[config.mk]
export PLATFORM = sky130hd
export DESIGN_NAME = ast_packet_arbiter
export DESIGN_NICKNAME = d
export VERILOG_FILES = /design/src/rtl/ast_arb_pkg.sv /design/src/rtl/ast_packet_arbiter_rr_arbiter.sv /design/src/rtl/ast_packet_arbiter.sv
export SDC_FILE = /design/constraint.sdc
export NUM_CORES = 1
export LEC_CHECK = 0
export ABC_CLOCK_PERIOD_IN_PS = 2400
export CAP_MARGIN = 20
export CORE_MARGIN = 2
export CORE_UTILIZATION = 20
export DETAILED_ROUTE_END_ITERATION = 10
export PLACE_DENSITY = 0.94
export SLEW_MARGIN = 30
export SYNTH_ARGS = -nofsm -noshare
export SYNTH_HDL_FRONTEND = slang
export SYNTH_SLANG_ARGS = --single-unit
[constraint.sdc]
create_clock -name clk_i -period 2.4 [get_ports clk_i]
set_input_delay 0.72 -clock clk_i [delete_from_list [all_inputs] [get_ports clk_i]]
set_output_delay 0.72 -clock clk_i [all_outputs]
set_load 0.02 [all_outputs]
[src/rtl/ast_arb_pkg.sv]
// Shared types and elaboration checks for the Avalon-ST packet arbiter.
package ast_arb_pkg;

    // Two-state arbitration FSM: waiting for a SOP, or a packet owns the output.
    typedef enum logic [0:0] {
        ST_IDLE   = 1'b0,
        ST_LOCKED = 1'b1
    } arb_state_e;

    localparam int NUM_SRC_MIN = 32'sd2;
    localparam int NUM_SRC_MAX = 32'sd8;

    // True when the requester count is inside the supported range.
    function automatic logic num_src_is_legal(input int n);
        return (n >= NUM_SRC_MIN) && (n <= NUM_SRC_MAX);
    endfunction

endpackage

[src/rtl/ast_packet_arbiter_rr_arbiter.sv]
// Combinational round-robin picker: first requester after last_grant, wrapping.
module rr_arbiter #(
    parameter int NUM_SRC  = 2,
    parameter int ID_WIDTH = $clog2(NUM_SRC)
) (
    input  logic [NUM_SRC-1:0]  i_req,
    input  logic [ID_WIDTH-1:0] i_last_grant,
    output logic [NUM_SRC-1:0]  o_grant,
    output logic [ID_WIDTH-1:0] o_grant_idx,
    output logic                o_grant_valid
);

    int                  w_pos;
    logic [ID_WIDTH-1:0] w_idx;

    // Scan sources in rotation order starting one past the previous winner.
    always_comb begin
        o_grant       = '0;
        o_grant_idx   = '0;
        o_grant_valid = 1'b0;
        w_pos         = 0;
        w_idx         = '0;
        for (int off = 1; off <= NUM_SRC; off++) begin
            w_pos = (int'(i_last_grant) + off) % NUM_SRC;
            w_idx = w_pos[ID_WIDTH-1:0];
            if (!o_grant_valid && i_req[w_idx]) begin
                o_grant_valid  = 1'b1;
                o_grant[w_idx] = 1'b1;
                o_grant_idx    = w_idx;
            end else begin
                o_grant_valid = o_grant_valid;
            end
        end
    end

endmodule

[src/rtl/ast_packet_arbiter.sv]
// Packet-granular Avalon-ST arbiter: locks one source from SOP to EOP and
// muxes it straight through to the merged output stream.
module ast_packet_arbiter
    import ast_arb_pkg::*;
#(
    parameter  int DATA_WIDTH    = 32,
    parameter  int CHANNEL_WIDTH = 1,
    parameter  int NUM_SRC       = 2,
    localparam int EMPTY_WIDTH   = $clog2(DATA_WIDTH / 8),
    localparam int ID_WIDTH      = $clog2(NUM_SRC)
) (
    input  logic                              clk_i,
    input  logic                              rst_n_i,
    input  logic [NUM_SRC-1:0]                snk_valid_i,
    input  logic [NUM_SRC*DATA_WIDTH-1:0]     snk_data_i,
    input  logic [NUM_SRC-1:0]                snk_startofpacket_i,
    input  logic [NUM_SRC-1:0]                snk_endofpacket_i,
    input  logic [NUM_SRC*EMPTY_WIDTH-1:0]    snk_empty_i,
    input  logic [NUM_SRC*CHANNEL_WIDTH-1:0]  snk_channel_i,
    output logic [NUM_SRC-1:0]                snk_ready_o,
    output logic                              src_valid_o,
    output logic [DATA_WIDTH-1:0]             src_data_o,
    output logic                              src_startofpacket_o,
    output logic                              src_endofpacket_o,
    output logic [EMPTY_WIDTH-1:0]            src_empty_o,
    output logic [CHANNEL_WIDTH-1:0]          src_channel_o,
    input  logic                              src_ready_i,
    output logic [ID_WIDTH-1:0]               src_id_o,
    output logic                              busy_o
);

    if (!num_src_is_legal(NUM_SRC)) begin : g_num_src_check
        $error("ast_packet_arbiter: NUM_SRC must be within 2..8");
    end

    // Last winner resets to the top index so source 0 wins the first round.
    localparam logic [ID_WIDTH-1:0] LAST_GRANT_RST = ID_WIDTH'(NUM_SRC - 1);

    arb_state_e          r_state;
    logic [ID_WIDTH-1:0] r_gnt_idx;
    logic [NUM_SRC-1:0]  r_gnt_oh;
    logic [ID_WIDTH-1:0] r_last_grant;

    logic [NUM_SRC-1:0]  w_req;
    logic [NUM_SRC-1:0]  w_arb_grant;
    logic [ID_WIDTH-1:0] w_arb_idx;
    logic                w_arb_valid;
    logic                w_locked;
    logic                w_eop_xfer;

    // Only a valid beat flagged as SOP may open a new packet.
    assign w_req = snk_valid_i & snk_startofpacket_i;

    rr_arbiter #(
        .NUM_SRC  (NUM_SRC),
        .ID_WIDTH (ID_WIDTH)
    ) u_rr_arbiter (
        .i_req         (w_req),
        .i_last_grant  (r_last_grant),
        .o_grant       (w_arb_grant),
        .o_grant_idx   (w_arb_idx),
        .o_grant_valid (w_arb_valid)
    );

    assign w_locked   = (r_state == ST_LOCKED);
    assign w_eop_xfer = src_valid_o & src_ready_i & src_endofpacket_o;
    assign busy_o     = w_locked;
    assign src_id_o   = r_gnt_idx;

    // Arbitration FSM: register the pick in IDLE, release on a transferred EOP.
    always_ff @(posedge clk_i or negedge rst_n_i) begin
        if (!rst_n_i) begin
            r_state      <= ST_IDLE;
            r_gnt_idx    <= '0;
            r_gnt_oh     <= '0;
            r_last_grant <= LAST_GRANT_RST;
        end else begin
            case (r_state)
                ST_IDLE: begin
                    if (w_arb_valid) begin
                        r_state   <= ST_LOCKED;
                        r_gnt_idx <= w_arb_idx;
                        r_gnt_oh  <= w_arb_grant;
                    end
                end
                ST_LOCKED: begin
                    if (w_eop_xfer) begin
                        r_state      <= ST_IDLE;
                        r_last_grant <= r_gnt_idx;
                    end
                end
                default: begin
                    r_state <= ST_IDLE;
                end
            endcase
        end
    end

    // AND-OR mux of the granted source; control strobes gated off outside a lock.
    always_comb begin
        src_data_o          = '0;
        src_empty_o         = '0;
        src_channel_o       = '0;
        src_valid_o         = 1'b0;
        src_startofpacket_o = 1'b0;
        src_endofpacket_o   = 1'b0;
        snk_ready_o         = '0;
        for (int k = 0; k < NUM_SRC; k++) begin
            src_data_o    = src_data_o
                          | ({DATA_WIDTH{r_gnt_oh[k]}} & snk_data_i[k*DATA_WIDTH +: DATA_WIDTH]);
            src_empty_o   = src_empty_o
                          | ({EMPTY_WIDTH{r_gnt_oh[k]}} & snk_empty_i[k*EMPTY_WIDTH +: EMPTY_WIDTH]);
            src_channel_o = src_channel_o
                          | ({CHANNEL_WIDTH{r_gnt_oh[k]}} & snk_channel_i[k*CHANNEL_WIDTH +: CHANNEL_WIDTH]);
        end
        if (w_locked) begin
            src_valid_o         = |(r_gnt_oh & snk_valid_i);
            src_startofpacket_o = |(r_gnt_oh & snk_startofpacket_i);
            src_endofpacket_o   = |(r_gnt_oh & snk_endofpacket_i);
            snk_ready_o         = r_gnt_oh & {NUM_SRC{src_ready_i}};
        end else begin
            src_valid_o         = 1'b0;
            src_startofpacket_o = 1'b0;
            src_endofpacket_o   = 1'b0;
            snk_ready_o         = '0;
        end
    end

endmodule
Figure 1. M1 wires (run 1).
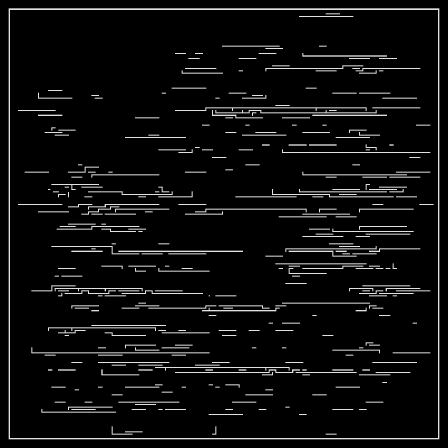
The layer holds 33% of the routed length. 224 nets have wire on it. The longest straight run is 24.4 µm. The layer carries 1230 µm of wire.

Figure 2. Metal 2 (run 1).
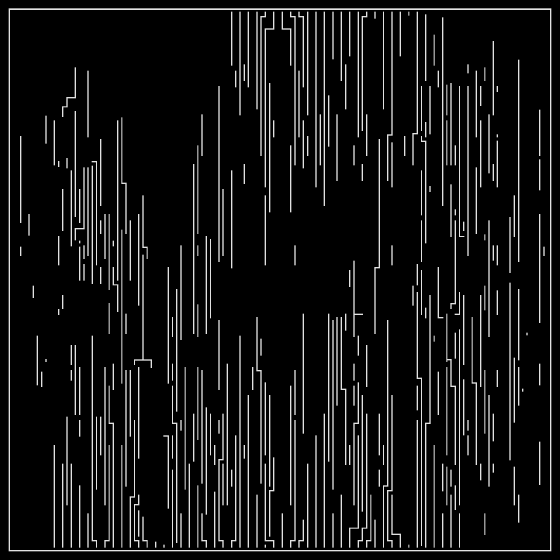
249 nets have wire on it. The layer holds 57% of the routed length. The longest straight run is 22.9 µm.
met2 Resource Use GR: 0.4143
DR vias: 1112

Figure 3. M3 wires (run 1).
The bar under the picture is 20 µm long. Cells faint in the background.
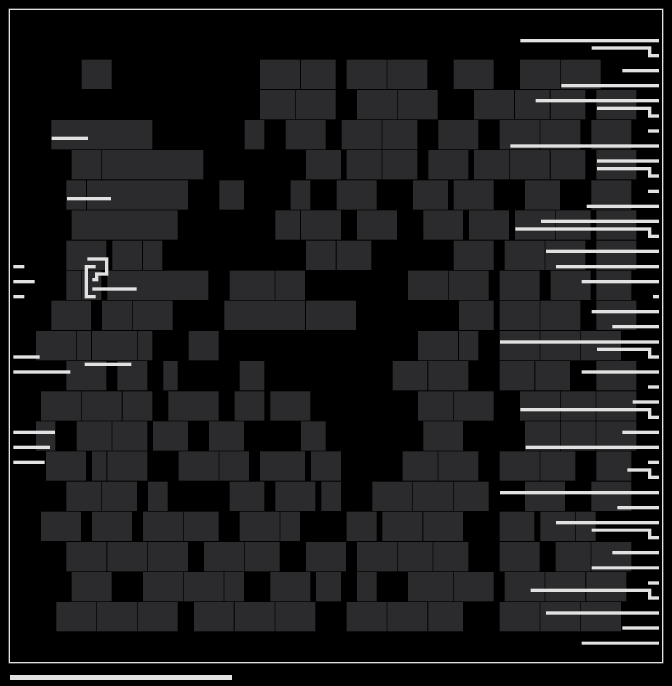
54 nets have wire on it. The layer carries 316 µm of wire. The wires run mostly horizontal. The layer holds 8.6% of the routed length.

==> results.txt, run 1 <==
Flow results.

- The run finished, with violations left.
- The checks that failed: design-rule violations.
- The number of endpoints failing setup at the final stage is 0.
- In the placement report, post-DP HPWL is listed as 3053 µm.
- The max-slew violation count is 0.
- The detail route stage leaves a number of antenna-violating nets equal to 0.
- STA classifies the critical path startpoint as a primary input.
- Of the cells placed in the final design, the portion with a size suffix greater than 1 is 0.1354.
- Per the post-synthesis stats, the area per cell is 8.850 µm².
- The initial antenna violation count came to 0.
- The final clock skew is 0.006993 ns.
- After detailed routing, the number of remaining DRC violations is 9.
- The commonest non-fill, non-tap cell in the layout is clkdlybuf4s50_1.
- The worst hold path belongs to the class reg -> reg.
- The routability-driven placement congestion ratio is 0.6918.
- In the floorplan report the effective utilization is 0.2145.
- In the routed layout, each cell is associated on average with a via count of 4.987.
- The number of buffers added for setup after CTS is 0.
- The number of warning messages in the logs is 26.
- TritonCTS built the clock tree.
- The placement-stage worst setup slack is -0.3897 ns.
- The area growth from synthesis to layout is 208.5%.
- The synthesized netlist occupies a cell area of 601.8 µm².
- The number of nets handed over by synthesis was 147.
- Overall power consumption after layout is estimated at 0.001804 W.
- For this design the static power due to leakage is 0.8066 nW.
- Setup repair after global routing left no endpoint under its margin.
- The number of nets in the layout is 272.
- After detailed routing, the average wire length per cell comes to 16.47 µm.
- Counting endpoints that fail hold in the final report gives 0.
- The boundary pin count is 121.
- In the layout the commonest cells are clkdlybuf4s50_1, a22o_1, clkdlybuf4s15_1.
- The post-synthesis cell type count is 17.
- The critical path endpoint category is an output port.
- The register bit count reported by yosys is 5.
- At the worst endpoint, the required time is 1.68 ns.
- The utilization after layout is 0.6619.
- For this run, the script counts the antenna cells in the layout as 0.
- The delay of the slowest cell on the worst path is 0.44 ns.
- The x dimension of the die is 58.86 µm.
- The CTS report gives the tree buffer count as 3.
- The area of the die is 0.003464 mm².
- The slowest cell on the critical path is clkdlybuf4s50_1.
- The vertical die dimension reported for this design is 58.86 µm.
- The share of the yosys chip area belonging to registers is 0.2100.
- After floorplanning, the core was sized to cover 0.002805 mm².
- The synthesis report lists the Yosys warning total as 0.
- The maximum fanout along the worst path is 1.
- The site row count is 19.
- The clock net in this run drives a total of 5 sinks.
- The number of H-tree levels is 1.
- In this run the deepest clock path goes through 2 buffers.
- Setup total negative slack on the finished layout was measured at 0 ns.
- The peak ir drop on the vdd network is 0.0006437 V.
- In this run the critical path is formed by clkdlybuf4s50_1 > a22o_1 > clkdlybuf4s15_2.
- Entering global routing, the biggest net connects 24 pins.
- Hold timing on the final database bottoms out at a slack of 0.5448 ns.
- After synthesis, the chip area reported by Yosys is 601.8 µm².
- The global-route usage over all layers is 0.1981.
- The final worst setup slack is 0.01037 ns.
- The total overflow reported by the global router is 0.
- In the CTS report, the clock slew at the register clock pins of the worst setup and hold paths is listed as 0.05 ns.
- The via count of the first global-routing pass was 1122.
- The register-to-register setup slack is 0.99 ns.
- The final critical-path required period is 2.390 ns.
- The post-route fraction of the period consumed by the critical path is 0.9957.
- The worst pin sits at a relative slew slack of 0.8000.
- The pin slew with the least headroom to its limit is 0.3000 ns.
- The first-pass GRT wire length is 5257 µm.
- The detailed-route wire length is 3672 µm.
- Once iteration 0 of detailed routing completed, the report listed 62 DRC markers.
- The tool flagged a number of max-cap violations equal to 0.
- The start-to-end type of the worst setup path is in -> out.
- The first detailed-routing pass ran for 10 iterations.
- Synthesis handed over a netlist of 68 instances.
- Buffers placed on the I/O ports in this run total 120.
- The number of standard cells reported by yosys is 68.
- Power spread over the standard cell area amounts to 971.8 mW/mm².
- The later pin in the worst-skew pair is clocked with a latency of 0.26 ns.
- The achievable frequency is 418.5 MHz.
- The data arrival time reported for the critical path is 1.67 ns.
- The tree is rooted in a clkbuf_4.
[run 1: area by class of cell]
class                   instances  area, µm²
repair buffers                128       1217
fillers                       248      948.4
multi-input cells              53      440.4
flip-flops and latches          5      126.4
well taps                      31      38.79
clock buffers                   4      26.28
inverters                       2      7.507
[run 1: state kept, by name, summed over array words and instances, names as in the netlist]
signal / cells
src_id_o: 1
r_last_grant: 1
busy_o: 1
r_gnt_oh: 2
[run 1: power by group]
part	internal (W)	switching, W	total (W)
combinational	0.000711	0.000806	0.00152
sequential	0.000131	0.0000516	0.000182
clock	0.0000633	0.0000414	0.000105
total	0.000905	0.000900	0.00180
[run 1: final timing paths]
kind / startpoint / depth (start not counted) / to
worst max-delay path: snk_data_i[24] / 3 / src_data_o[24]
worst min-delay path: src_id_o / 1 / r_last_grant
worst max register to register: r_gnt_oh[0] / 4 / r_last_grant
worst min register to register: src_id_o / 1 / r_last_grant
max in group asynchronous: rst_n_i / 1 / r_last_grant
min in group asynchronous: rst_n_i / 1 / r_gnt_oh[1]
[run 1: cell families after synthesis]
kind of cell,share of synthesized area
compound gates,0.6133
buf+inv,0.07486
flops,0.2100
mux,0.01871
simple gates,0.08316
[run 1: critical path, delay by kind of cell]
| family | cells | cell delay [ns] |
|---|---|---|
| buffers and inverters | 2 | 0.69 |
| AOI/OAI and AO/OA | 1 | 0.26 |
[run 1: Yosys cell counts (all sizes together)]
master | n | share of area
a21o | 1 | 0.012
nor2b | 3 | 0.031
dfrtp | 4 | 0.17
nand2 | 2 | 0.012
a22oi | 3 | 0.037
and3 | 2 | 0.021
inv | 2 | 0.012
mux2 | 1 | 0.019
o21ai | 2 | 0.017
a21oi | 1 | 0.0083
buf | 6 | 0.050
nand4bb | 1 | 0.019
o21a | 1 | 0.012
dfstp | 1 | 0.044
a22o | 35 | 0.51
clkbuf | 2 | 0.012
a311o | 1 | 0.017
[run 1: metrics by stage]
stage,std cells,area (µm²)
finish,223,1857
global route,223,1857
CTS,223,1868
detailed placement,219,1877
global placement,219,1877
floorplan,68,601.8
[run 1: repair_timing]
item / 4_1_cts / 5_1_grt
hold buffers: 0 / 0
gates resized: 61 / 29
setup endpoints to repair: 40 / 24
[run 1: routing by layer]
layer  GRT usage  share of wire  vias to the layer above
met1      0.1987           0.33                      518
li1            -              -                      532
met3     0.02637          0.086                        2
met5           0              0                        -
met4     0.04870         0.0054                        0
met2      0.4143           0.57                       60
Figure 4. Cells colored by class (run 1).
The bar under the picture is 20 µm long.
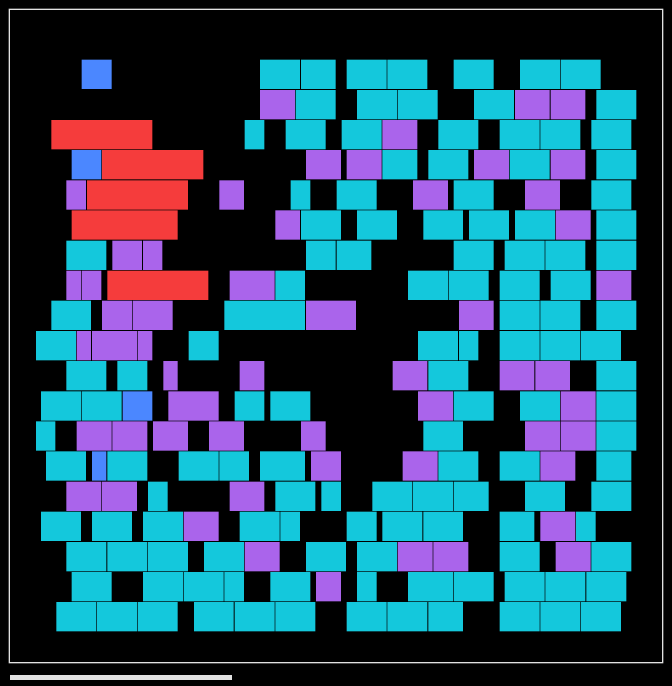

==> inputs of run 2 (changes only) <==
--- a/config.mk
+++ b/config.mk
@@ -11,6 +11,7 @@
 export CORE_UTILIZATION = 20
 export DETAILED_ROUTE_END_ITERATION = 10
 export PLACE_DENSITY = 0.94
+export REMOVE_ABC_BUFFERS = 1
 export SLEW_MARGIN = 30
 export SYNTH_ARGS = -nofsm -noshare
 export SYNTH_HDL_FRONTEND = slang
Figure 5. Cells colored by class (run 2).
The bar under the picture is 20 µm long.
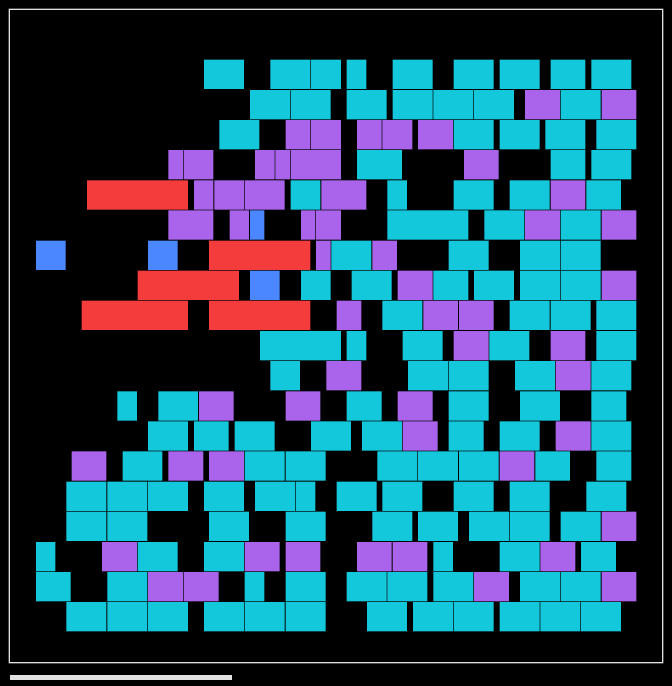
Purple stands for combinational and other logic, cells 55. Red stands for sequential cells, cells 5. Cyan stands for remaining buffers and delay cells, cells 125. Blue stands for clock drivers and dummy loads, cells 4.
Core Rows: 19
post-route cell area: 0.001842 mm²
fraction of area in registers: 0.06861
core area: 0.002805 mm²
final cell utilization of the core: 0.6566

==> run 2 against run 1 <==
  * The run still ends with design-rule violations left
  * Maximum frequency about the same
  * Final area down 0.81%
  * Largest cell class unchanged
  * Worst setup slack about the same
  * Flip-flop count unchanged
==> results.txt, run 2 <==
Flow results.

- The final sum of negative setup slack is 0 ns.
- The min-delay analysis places its worst path in the category reg -> reg.
- The HPWL after detailed placement is 3114 µm.
- The number of routed nets with antenna violations is 0.
- Of the available clock period, the critical path in the final layout requires 0.9958.
- The final hold violation count recorded for this run is 0.
- The main area contributors are a22o_1, dfrtp_1, buf_2.
- The commonest cells after synthesis are a22o_1, buf_2, dfrtp_1.
- STA puts the critical path data arrival time at 1.67 ns.
- The worst hold margin is 0.5322 ns.
- The area fraction of the dominant cell type after synthesis is 0.5094.
- The share of total power in sequential cells is 0.107.
- The launch instance of the worst min-delay path is src_id_o.
- The DRC violation total left in the routed layout is recorded as 10.
- The cell taking the most area after synthesis is a22o_1.
- The root buffer cell chosen for the clock tree is clkbuf_4.
- The power share of the clock group is 0.053.
- The total power is 0.001798 W.
- The timing report gives the clock slew at the launch and capture registers of the worst setup and hold paths as 0.04 ns.
- In this run the vertical extent of the chip is 58.86 µm.
- The post-synthesis cell type count is 17.
- The most instantiated flip-flop cell in the synthesis netlist is dfrtp_1.
- Per the timing report, the biggest fanout along the worst path comes to 1.
- The register ranked first by flip-flop count is r_gnt_oh.
- In this run, post-CTS hold repair placed 0 buffers.
- In the Yosys report the total cell count is 68.
- The checks that failed: design-rule violations.
- The total overflow reported by the global router is 0.
- Between clock sinks in the finished design, the worst skew comes to 0.002735 ns.
- The data required time of the critical path is 1.68 ns.
- The area recorded from the Yosys report for this design is 601.8 µm².
- Before any placement, the netlist area is recorded as 601.8 µm².
- The number of warnings printed during yosys synthesis is 0.
- The script computed the net switching share of total power as 0.4947.
- The x dimension of the die is 58.86 µm.
- The initial cell density of the core is 0.2145.
- The post-synth count of flops with an enable pin is 0.
- The clock sink count is 5.
- The total power density per cell area is 976.1 mW/mm².
- The number of warning messages in the logs is 25.
- The power report attributes to the combinational group a share of 0.840.
- The number of buffers added for setup after CTS is 0.
- CTS reports a maximum clock tree buffer depth of 2.
- The power spent charging and discharging nets is 0.0008895 W.
- By instance count, the leading cell after synthesis is a22o_1.
- The achievable frequency is 418.4 MHz.
- The share of the yosys chip area belonging to registers is 0.2100.
- Of all flip-flops after synthesis, the portion carrying an async set or reset was 1.000.
- The slowest cell on the critical path is clkdlybuf4s50_1.
- The clock tree from TritonCTS is done.
- The routability-driven placement congestion ratio is 0.8218.
- The final report lists the setup-violating endpoint count as 0.
- The insertion delay at the late pin of the worst-skew pair is 0.24 ns.
- The mean cell area of the mapped netlist is 8.850 µm².
- The routed length per instance is 17.02 µm.
- The count of routing violations after the opening detailed-route iteration is 78.
- Buffers placed on the I/O ports in this run total 120.
- CTS built an H-tree with a depth of 1.
- The smallest clock period supported by the final layout is computed as 2.390 ns.
- The run finished, with violations left.
- The most critical setup path has its startpoint at snk_data_i[5].
- The via count of the first global-routing pass is 1029.
- The report lists the cells along the critical path as clkdlybuf4s50_1 > a22o_1 > dlygate4sd2_1.
- The first-pass GRT wire length is 5354 µm.
- Dividing the detail-routed via count by the number of cells gives 5.023.
- The relative slew slack is 0.8206.
- The flip-flop count of the largest register after layout is 2.
- The number of maximum-capacitance violations is 0.
- According to the floorplan report, the total die area is 0.003464 mm².
- The filler cell count is 232.
- The startpoint type of the worst setup path is a primary input.
- In the synthesized netlist, the number of instances is 68.
- The peak ir drop on the vdd network is 0.0005327 V.
- The boundary pin count is 121.
- The leakage power is 0.8035 nW.
- The max-slew violation count is 0.
- STA classifies the critical path endpoint as an output port.
- Looking at the max-slew report, the worst-margin pin has a slew of 0.2691 ns.
Figure 6. M1 wires (run 2).
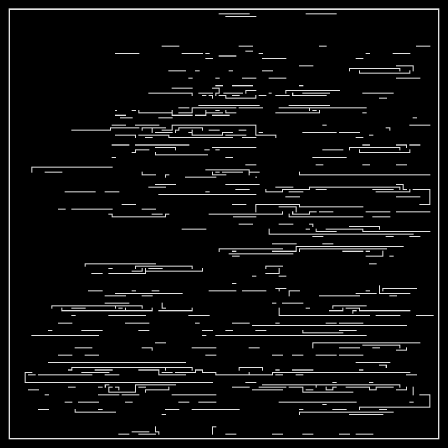
DR vias: 1105
met1 layer usage reported by global route: 0.2169
Routed WL: 3745 µm

run 2: cell counts after synthesis:
No cell type changed its count.
run 2: worst paths after layout:
| kind | to | depth (start not counted) |
|---|---|---|
| setup / recovery | src_data_o[5] | 3 |
| hold / removal | r_last_grant | 1 |
| setup reg to reg | r_last_grant | 3 |
| hold reg to reg | r_last_grant | 1 |
| max in group asynchronous | r_last_grant | 1 |
| min in group asynchronous | r_gnt_oh[0] | 1 |
run 2: metrics by stage:
stage	cell area (µm²)	utilization	setup WS, ns	cells
final	1842	0.6566	0.01017	220
after detailed placement	1867	0.6655	-0.4141	216
after floorplan	564.3	-	0.2252	60
after global placement	1867	0.6655	-0.3328	216
after global routing	1842	0.6566	-0.01575	220
after CTS	1859	0.6628	0.002822	220
run 2: what timing repair did:
action | in CTS | in global routing
resized | 59 | 25
pin swaps | 0 | 0
endpoints found under the hold margin | 0 | 0
setup endpoints to repair | 40 | 23
run 2: per-layer routing:
metal / vias to the layer above / part of all wire / GRT usage
met2: 54 / 0.53 / 0.3857
li1: 526 / - / -
met5: - / 0 / 0
met4: 0 / 0.030 / 0.06169
met3: 10 / 0.096 / 0.05495
met1: 515 / 0.35 / 0.2169
run 2: kinds of logic (layout without fill, tap and decap cells):
kind of cell           count (synthesis)  after routing  share of synthesized area
DFF                                    5              5                     0.2100
buffers and inverters                 10            131                    0.07486
AOI/OAI and AO/OA                     44             44                     0.6133
muxes                                  1              1                    0.01871
and+or+nand+nor                        8              8                    0.08316
run 2: power groups by stage:
stage	clock network (W)	registers, W	logic, W
global route	0.000112	0.000199	0.00160
finish	0.0000954	0.000193	0.00151
global placement	0	0.000187	0.00167
CTS	0.0000991	0.000189	0.00152
floorplan	0	0.000294	0.000693
detailed placement	0	0.000191	0.00170
run 2: final cells by class:
| class | count | area, µm² | share of cell area |
|---|---|---|---|
| clock buffers | 4 | 26.28 | 0.01427 |
| inverters | 2 | 7.507 | 0.004076 |
| multi-input cells | 53 | 435.4 | 0.2364 |
| flip-flops and latches | 5 | 126.4 | 0.06861 |
| well taps | 31 | 38.79 | 0.02106 |
| repair buffers | 125 | 1207 | 0.6556 |
run 2: worst max-delay path: cells and delay by family:
| family | cells | cell delay [ns] |
|---|---|---|
| AND-OR/OR-AND | 1 | 0.22 |
| buffers and inverters | 2 | 0.73 |
Figure 7. M3 wires (run 2).
The bar under the picture is 20 µm long. Cells faint in the background.
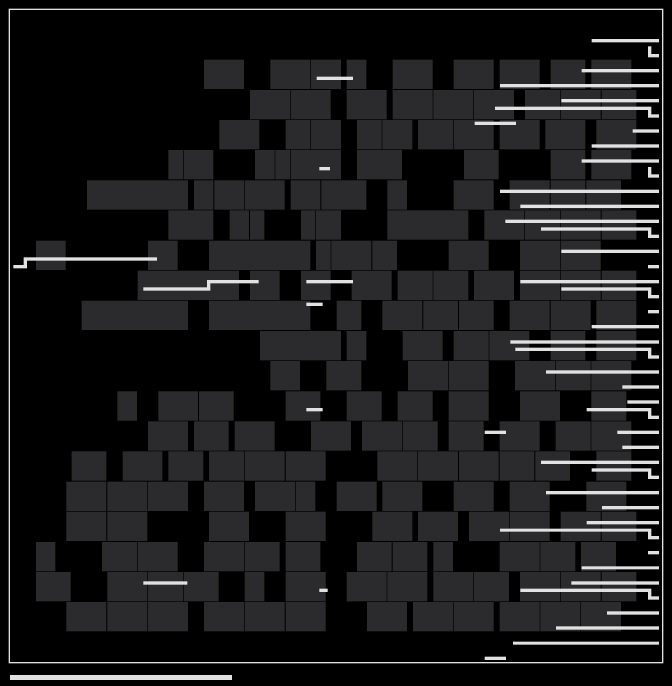

==> inputs of run 3 (changes only) <==
--- a/config.mk
+++ b/config.mk
@@ -7,10 +7,11 @@
 export LEC_CHECK = 0
 export ABC_CLOCK_PERIOD_IN_PS = 2400
 export CAP_MARGIN = 20
-export CORE_MARGIN = 2
+export CORE_MARGIN = 8
 export CORE_UTILIZATION = 20
 export DETAILED_ROUTE_END_ITERATION = 10
 export PLACE_DENSITY = 0.94
+export RECOVER_POWER = 25
 export REMOVE_ABC_BUFFERS = 1
 export SLEW_MARGIN = 30
 export SYNTH_ARGS = -nofsm -noshare
Figure 8. M3 wires (run 3).
The bar under the picture is 20 µm long. Cells faint in the background.
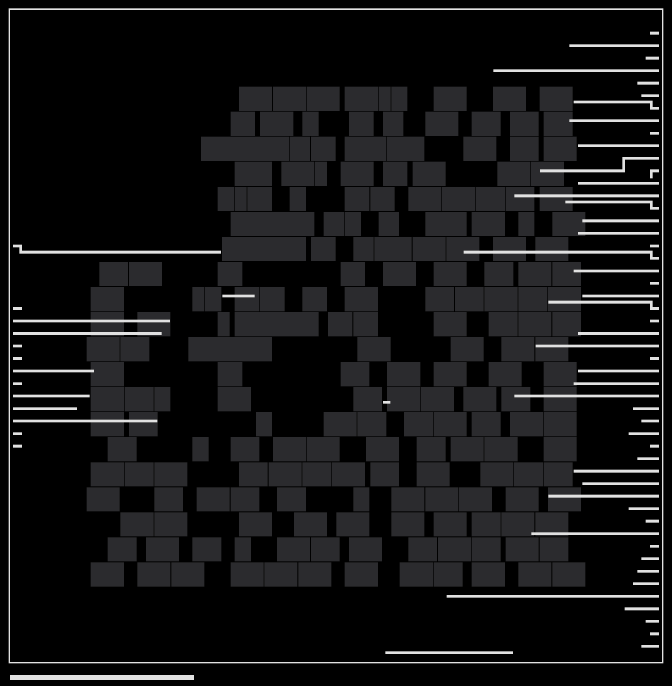
The layer holds 11% of the routed length. The longest straight run is 22.8 µm. The wires run mostly horizontal.
routing usage on met3: 0.06921
Routed WL: 4121 µm
DR vias: 1097

==> run 3 against run 2 <==
  * The run now ends clean
  * Via count shrank 0.72%
  * Final cell count up 2.7%
  * Sequential share of layout area is essentially flat
  * Hold slack improved by 0.0050 ns
  * Power fell by 0.18%
  * Clock skew shrank 0.0014 ns
  * Combinational power barely moved
  * Non-clock buffer count increased by 4
  * Synthesized area did not move
  * Clock-buffer cell count is the same
  * Largest cell class unchanged
==> results.txt, run 3 <==
Flow results.

- The relative slew slack is 0.8058.
- The number of maximum-capacitance violations is 0.
- The mapped cell area is 601.8 µm².
- The vias per cell is 4.854.
- Looking at the setup timing report, the critical path kind is in -> out.
- For reference, the post-synthesis area per instance comes to 8.850 µm².
- The root buffer cell chosen for the clock tree is clkbuf_4.
- The pre-antenna-repair detailed-routing pass consisted of 4 iterations.
- The number of warnings printed during yosys synthesis is 0.
- The share of the yosys chip area belonging to registers is 0.2100.
- Yosys instantiated no cell more often than a22o_1.
- The largest total area in the synthesized netlist belongs to a22o_1.
- The total overflow reported by the global router is 0.
- The post-synthesis instance total is 68.
- The number of antenna diodes in the final layout is 0.
- The area of the die is 0.005020 mm².
- Of the total power, combinational logic draws 0.853.
- The design draws 0.001795 W.
- Setup repair after global routing left no endpoint under its margin.
- The count of routing violations after the opening detailed-route iteration is 43.
- The initial antenna violation count is 0.
- The share of total power in sequential cells is 0.094.
- The data required time of the critical path is 1.68 ns.
- After detailed placement, the design holds a cell count of 222.
- In this run the power density over the cells is 967.8 mW/mm².
- The finished layout holds 226 standard cells, fillers aside.
- The report lists the number of standard-cell rows as 20.
- The proportion of register bits with asynchronous set or reset after synthesis is 1.000.
- Per the synth stats, the flop cell with the highest instance count is dfrtp_1.
- The fraction of final layout cells sized beyond drive strength 1 is 0.1347.
- The power report attributes to the clock group a share of 0.053.
- Max-slew check failures listed in the final report amount to 0.
- According to the timing report, the arrival time at the worst endpoint equals 1.66 ns.
- Per the cell usage report, the commonest logic cell in the layout is clkdlybuf4s50_1.
- The final timing report lists clock skew as 0.001347 ns.
- The flip-flop count of the largest register after layout is 2.
- r_gnt_oh holds more flip-flops than any other register.
- The run finished with clean final reports.
- The achievable frequency is 419.3 MHz.
- The post-synth tally of flip-flops with integrated enable is 0.
- The via count of the first global-routing pass was 1164.
- The clock slew seen by the registers of the worst setup and hold paths is 0.04 ns.
- The maximum fanout along the worst path is 1.
- The worst-case IR drop observed on VDD is 0.0004639 V.
- The number of H-tree levels is 1.
- In this run the static leakage power is 0.8092 nW.
- The number of routed nets with antenna violations is 0.
- The first global-routing pass estimated 6361 µm of wire.
- The x dimension of the die is 70.86 µm.
- The stage logs contain a warning count of 25.
- The yosys synthesis chip area is 601.8 µm².
- The area fraction of the dominant cell type after synthesis is 0.5094.
- The register-to-register setup slack is 1.05 ns.
- For this run, the total global-route usage over all layers was measured as 0.1598.
- The initial cell density of the core is 0.2038.
- The number of endpoints failing setup at the final stage is 0.
- STA reports the tightest min-delay check as being of type reg -> reg.
- The count of hold buffers inserted by post-cts repair is 0.
- The final layout reports a setup TNS of 0 ns.
- The routability-driven placement congestion ratio is 0.7491.
- For reference, the final report shows the hold violation count at 0.
- The number of input and output port buffers inserted is 120.
- The clock tree from TritonCTS is done.
- The boundary pin count is 121.
- Of the total power, the share spent switching nets is 0.4964.
- The insertion delay at the late pin of the worst-skew pair is 0.24 ns.
- In the final routed layout, each cell accounts on average for 18.23 µm.
- Subtracting the final worst setup slack from the clock period gives 2.385 ns.
- STA classifies the critical path startpoint as a primary input.
- The height of the die is 70.86 µm.
- In this run the layout overhead on the synthesized area is reported as 208.1%.
- The internal power of the cells totals 0.0009038 W.
- The pin slew with the least headroom to its limit is 0.2913 ns.
- The clock sink count is 5.
- The count of unresolved DRC violations after routing is 0.
- The number of different library cells used by synthesis comes to 17.
- The worst hold margin is 0.5373 ns.
- The final timing summary puts the cycle share of the worst path at 0.9937.
- By count the netlist is led by a22o_1, buf_2, dfrtp_1.
- Once detailed placement completed, the half-perimeter wirelength came to 3613 µm.
- By area the synthesized netlist is led by a22o_1, dfrtp_1, buf_2.
- The largest net degree at the start of global routing is 24.
- The number of cells reported by Yosys stat comes to 68.
- In the layout the commonest cells are clkdlybuf4s50_1, a22o_1, clkdlybuf4s15_1.
- The worst setup path is captured at an output port.
- The post-synth register bit count is 5.
- The post-route utilization of the core is recorded as 0.6280.
- At the end of the flow, the number of nets in the layout was 273.
- The number of buffers created by CTS is 3.
- Counting along the longest clock path gives a buffer depth of 2.
- The script extracted a net switching power of 0.0008907 W.
Figure 9. Cells colored by class (run 3).
The bar under the picture is 20 µm long.
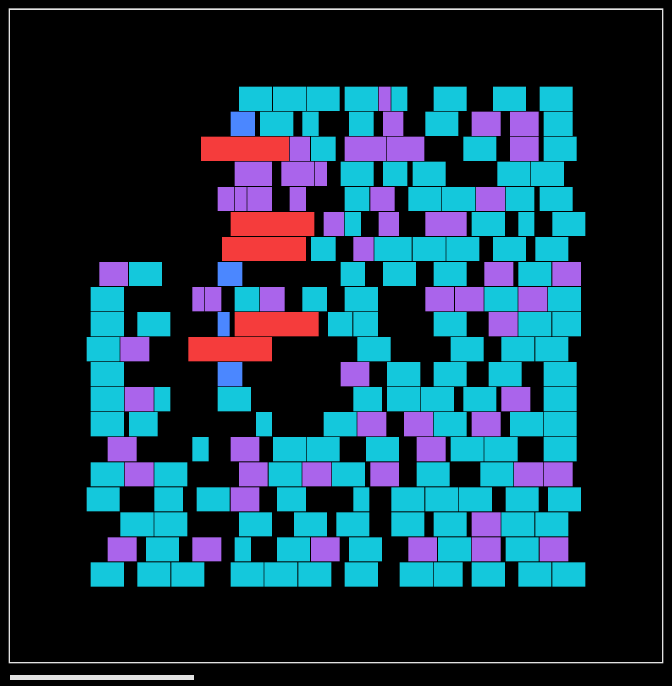
Red stands for sequential cells, cells 5. Cyan stands for remaining buffers and delay cells, cells 129. Purple stands for combinational and other logic, cells 55. Blue stands for clock drivers and dummy loads, cells 4.
fraction of area in registers: 0.06815
core area: 0.002953 mm²

==> run 3: cell counts after synthesis <==
Identical to the previous run, type by type.
==> run 3: area by class of cell <==
cell class / count / area, µm²
well taps: 33 / 41.29
fillers: 273 / 1099
multi-input cells: 53 / 440.4
inverters: 2 / 7.507
repair buffers: 129 / 1212
clock buffers: 4 / 26.28
flip-flops and latches: 5 / 126.4
==> run 3: logic make-up (layout without fill, tap and decap cells) <==
group | after synthesis | count (layout) | share of synthesized area
AOI/OAI and AO/OA | 44 | 44 | 0.6133
buffers and inverters | 10 | 135 | 0.07486
and+or+nand+nor | 8 | 8 | 0.08316
DFF | 5 | 5 | 0.2100
muxes | 1 | 1 | 0.01871
==> run 3: path summary, 6_finish.rpt <==
check                          startpoint        endpoint  depth (start not counted)
max reg2reg                   r_gnt_oh[1]    r_last_grant                          4
min                              src_id_o    r_last_grant                          1
max in group asynchronous         rst_n_i    r_last_grant                          1
max                        snk_data_i[13]  src_data_o[13]                          3
min in group asynchronous         rst_n_i          busy_o                          1
min reg2reg                      src_id_o    r_last_grant                          1
==> run 3: stage by stage <==
| step | instance area, µm² | setup WS [ns] |
|---|---|---|
| 2_1_floorplan | 564.3 | 0.2252 |
| 6_report | 1854 | 0.01523 |
| 3_3_place_gp | 1874 | -0.3413 |
| 3_5_place_dp | 1874 | -0.3860 |
| 5_1_grt | 1854 | 0.00002565 |
| 4_1_cts | 1864 | 0.0007550 |
==> run 3: what timing repair did <==
item,4_1_cts,5_1_grt
endpoints found under the setup margin,40,30
gates resized,54,35
pin swaps,0,1
setup buffers,0,0
==> run 3: routing by layer <==
metal,up-vias,global-route usage,share of wire
li1,537,-,-
met3,2,0.06921,0.11
met5,-,0,0
met4,0,0.03695,0.0066
met1,491,0.1567,0.38
met2,67,0.2997,0.51
==> run 3: power by group through the flow <==
| stage | logic [W] | clock network (W) | registers, W |
|---|---|---|---|
| after floorplan | 0.000693 | 0 | 0.000294 |
| after CTS | 0.00153 | 0.000100 | 0.000170 |
| after detailed placement | 0.00172 | 0 | 0.000171 |
| after global placement | 0.00170 | 0 | 0.000168 |
| after global routing | 0.00164 | 0.000103 | 0.000177 |
| final | 0.00153 | 0.0000949 | 0.000169 |
==> run 3: critical path, cell delays in order <==
cell	delay, ns
clkdlybuf4s50_1	0.40
a22o_1	0.22
dlygate4sd2_1	0.32
No activity file was given, so power comes from the tool's default toggle rates.
